File: config.mk
export PLATFORM = sky130hd
export DESIGN_NAME = uart_frame_timer
export DESIGN_NICKNAME = d
export VERILOG_FILES = /design/src/rtl/uart_frame_timer.sv
export SDC_FILE = /design/constraint.sdc
export NUM_CORES = 1
export LEC_CHECK = 0
export ABC_AREA = 0
export ABC_CLOCK_PERIOD_IN_PS = 4300
export CAP_MARGIN = 5
export CORE_ASPECT_RATIO = 0.7
export CORE_UTILIZATION = 57
export CTS_CLUSTER_SIZE = 12
export DETAILED_ROUTE_END_ITERATION = 7
export PLACE_DENSITY = 0.8
export SLEW_MARGIN = 25
export SYNTH_ARGS = -nofsm -noshare
export SYNTH_HDL_FRONTEND = slang
export SYNTH_SLANG_ARGS = --single-unit
export TNS_END_PERCENT = 20
File: constraint.sdc
create_clock -name clk -period 4.3 [get_ports clk]
set_input_delay 0.43 -clock clk [delete_from_list [all_inputs] [get_ports clk]]
set_output_delay 0.43 -clock clk [all_outputs]
set_load 0.01 [all_outputs]
File: src/rtl/uart_frame_timer.sv
// uart_frame_timer
// Bit-timing engine for the UART receiver. Once a start pulse is accepted it
// walks one serial frame: start bit, data bits, an optional parity bit, then
// one or two stop bits. For every bit it produces a mid-bit sample strobe and
// an end-of-bit shift strobe, and it reports the current field and data bit.
//
// Ports:
//   clk           system clock, rising edge
//   rst           synchronous active-high reset
//   start         one-cycle pulse from the start-bit detector
//   abort         kills the current frame
//   data_size     data bits per frame, legal 1..MAX_DATA
//   parity_en     one parity bit follows the data bits
//   two_stop      two stop bits instead of one
//   bit_period    clocks per bit, legal >= 2
//   sample_strobe mid-bit sample point of the current bit
//   shift_strobe  last cycle of the current bit
//   field         0 start, 1 data, 2 parity, 3 stop
//   bit_index     data bit number (LSB first), 0 outside the data field
//   packet_done   shift strobe of the final stop bit
//   busy          frame in progress
//   cfg_error     sticky flag: a start was rejected for an illegal config
module uart_frame_timer #(
    parameter int CNT_W    = 14,
    parameter int MAX_DATA = 9
) (
    input  logic                        clk,
    input  logic                        rst,
    input  logic                        start,
    input  logic                        abort,
    input  logic [3:0]                  data_size,
    input  logic                        parity_en,
    input  logic                        two_stop,
    input  logic [CNT_W-1:0]            bit_period,
    output logic                        sample_strobe,
    output logic                        shift_strobe,
    output logic [1:0]                  field,
    output logic [$clog2(MAX_DATA)-1:0] bit_index,
    output logic                        packet_done,
    output logic                        busy,
    output logic                        cfg_error
);

    localparam int         IDX_W    = $clog2(MAX_DATA);
    localparam logic [3:0] MAX_SIZE = 4'(MAX_DATA);

    typedef enum logic [2:0] {
        ST_IDLE   = 3'd0,
        ST_START  = 3'd1,
        ST_DATA   = 3'd2,
        ST_PARITY = 3'd3,
        ST_STOP   = 3'd4
    } state_t;

    state_t             state_r, state_s;
    logic [CNT_W-1:0]   cnt_r, cnt_s;
    logic [IDX_W-1:0]   idx_r, idx_s;
    logic               stop_r, stop_s;     // 0 = first stop bit, 1 = second
    logic [3:0]         size_r, size_s;
    logic               par_r, par_s;
    logic               two_r, two_s;
    logic [CNT_W-1:0]   period_r, period_s;
    logic               cfg_err_s;
    logic               last_s;
    logic               done_s;
    logic               accept_s;
    logic               cfg_ok_s;
    logic [CNT_W-1:0]   half_s;

    // Next-state logic: abort beats everything, then start acceptance, then bit timing.
    always_comb begin
        state_s   = state_r;
        cnt_s     = cnt_r;
        idx_s     = idx_r;
        stop_s    = stop_r;
        size_s    = size_r;
        par_s     = par_r;
        two_s     = two_r;
        period_s  = period_r;
        cfg_err_s = cfg_error;

        last_s   = (state_r != ST_IDLE) && (cnt_r == period_r);
        done_s   = last_s && (state_r == ST_STOP) && (stop_r == two_r);
        // A start landing on the final stop strobe chains straight into the next frame.
        accept_s = start && !abort && ((state_r == ST_IDLE) || done_s);
        cfg_ok_s = (bit_period >= CNT_W'(2)) && (data_size != 4'd0) && (data_size <= MAX_SIZE);

        if (abort && (state_r != ST_IDLE)) begin
            state_s = ST_IDLE;
            cnt_s   = '0;
            idx_s   = '0;
            stop_s  = 1'b0;
        end else if (accept_s) begin
            idx_s  = '0;
            stop_s = 1'b0;
            if (cfg_ok_s) begin
                state_s   = ST_START;
                cnt_s     = CNT_W'(1);
                size_s    = data_size;
                par_s     = parity_en;
                two_s     = two_stop;
                period_s  = bit_period;
                cfg_err_s = 1'b0;
            end else begin
                state_s   = ST_IDLE;
                cnt_s     = '0;
                cfg_err_s = 1'b1;
            end
        end else if (state_r == ST_IDLE) begin
            cnt_s = '0;
        end else if (last_s) begin
            cnt_s = CNT_W'(1);
            case (state_r)
                ST_START: begin
                    state_s = ST_DATA;
                    idx_s   = '0;
                end
                ST_DATA: begin
                    if (idx_r == IDX_W'(size_r - 4'd1)) begin
                        state_s = par_r ? ST_PARITY : ST_STOP;
                        idx_s   = '0;
                        stop_s  = 1'b0;
                    end else begin
                        idx_s = idx_r + IDX_W'(1);
                    end
                end
                ST_PARITY: begin
                    state_s = ST_STOP;
                    stop_s  = 1'b0;
                end
                ST_STOP: begin
                    if (stop_r == two_r) begin
                        state_s = ST_IDLE;
                        cnt_s   = '0;
                    end else begin
                        stop_s = 1'b1;
                    end
                end
                default: begin
                    state_s = ST_IDLE;
                    cnt_s   = '0;
                end
            endcase
        end else begin
            cnt_s = cnt_r + CNT_W'(1);
        end

        half_s = period_s >> 1;
    end

    // State registers; outputs are registered decodes of the next state so they
    // line up with the state/counter values of the cycle in which they are seen.
    always_ff @(posedge clk) begin
        if (rst) begin
            state_r       <= ST_IDLE;
            cnt_r         <= '0;
            idx_r         <= '0;
            stop_r        <= 1'b0;
            size_r        <= 4'd0;
            par_r         <= 1'b0;
            two_r         <= 1'b0;
            period_r      <= '0;
            cfg_error     <= 1'b0;
            sample_strobe <= 1'b0;
            shift_strobe  <= 1'b0;
            field         <= 2'd0;
            bit_index     <= '0;
            packet_done   <= 1'b0;
            busy          <= 1'b0;
        end else begin
            state_r       <= state_s;
            cnt_r         <= cnt_s;
            idx_r         <= idx_s;
            stop_r        <= stop_s;
            size_r        <= size_s;
            par_r         <= par_s;
            two_r         <= two_s;
            period_r      <= period_s;
            cfg_error     <= cfg_err_s;
            busy          <= (state_s != ST_IDLE);
            sample_strobe <= (state_s != ST_IDLE) && (cnt_s == half_s);
            shift_strobe  <= (state_s != ST_IDLE) && (cnt_s == period_s);
            packet_done   <= (state_s == ST_STOP) && (stop_s == two_s) && (cnt_s == period_s);
            bit_index     <= (state_s == ST_DATA) ? idx_s : '0;
            case (state_s)
                ST_DATA:   field <= 2'd1;
                ST_PARITY: field <= 2'd2;
                ST_STOP:   field <= 2'd3;
                default:   field <= 2'd0;
            endcase
        end
    end

endmodule

registers.png
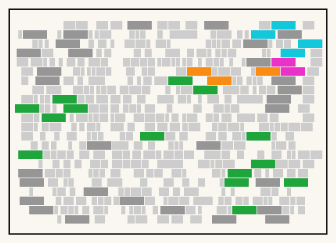
state_r: marked orange, placed flops 3. bit_index: marked cyan, placed flops 4, where upper right. field: marked magenta, placed flops 2. period_r: marked green, placed flops 14.
Another 30 sequential cells are not colored.

metal_stack.png
Only two layers are drawn.
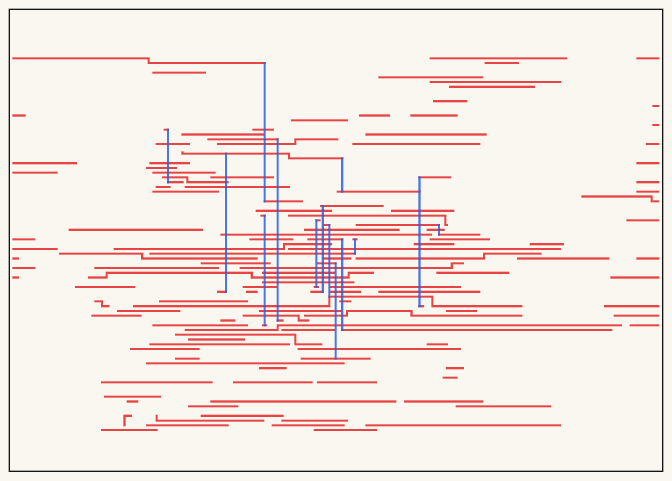
met3: marked red, wire length 1560 um. met4: marked blue, wire length 173 um.

pins.png
Pins as bars across the die edge, other pins in gray.
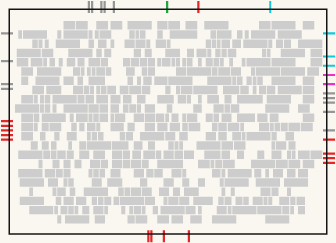
field: marked magenta, pins 2, direction output, edge right. bit_period: marked red, pins 14, direction input, edge 5 left, 4 bottom, 4 right, 1 top. abort: marked green, pins 1, direction input, edge top. bit_index: marked cyan, pins 4, direction output, edge 3 right, 1 top.
All pins by edge: 14 right, 9 left, 8 top, 4 bottom.

==> flow_metrics.tcl <==
# metrics dict for downstream scripts
set metrics [dict create \
    status "complete, no violations" \
    inverters_excl_clock 7 \
    place_area_mm2 0.00369 \
    r2r_start "cnt_r[0]" \
    grt_util_met2_pct 42.9 \
    drt_first_pass_iters 5 \
    ff_type "dfxtp_1" \
    fmax_mhz 279 \
    die_area_mm2 0.00611 \
    clock_path_buffers 2 \
    die_x_um 93.0 \
    yosysWarnings 0 \
    buffers 40 \
    cp-endpoint "packet_done" \
    fin_crit_ps 3580 \
    design_area_mm2 0.00378 \
    layout-drive-gt1-share_pct 5.98 \
    final_cell_mix "53 x dfxtp_1, 48 x nor2_1, 34 x clkdlybuf4s50_1" \
    wl_met1_um 4470 \
    areaGrowthSynthToFinish_pct 14.5 \
    grt_pass1_wl_um 15500 \
    startpoint_type "register" \
    dp.cells 499 \
    n_tap_cell 72 \
    p_seq_mw 0.517 \
    p_leak_nw 1.28 \
    r2r_setup_slack_ps 720 \
    min_from "size_r[2]" \
    arrival_ps 3810 \
    swShare_pct 31.8 \
    peakVddDrop_mv 0.175 \
    synthesis.area_mm2 0.00330 \
    boundaryPins 35 \
    largest_area_cell "dfxtp_1" \
    tool_warnings 26 \
    top_cells_by_count "53 x dfxtp_1, 48 x nor2_1, 33 x nand2_1" \
    cts_tree "built" \
    worstPathRequired_ps 4530 \
    wl_per_cell_um 19.5 \
    cts_buffers 5 \
    ys_chip_area_mm2 0.00330 \
    synthCells 407 \
    grtUsageTotal_pct 33.6 \
    path_buffers 0 \
    fin_nets 462 \
    vias 3372 \
    routed.top_layer "met4" \
]
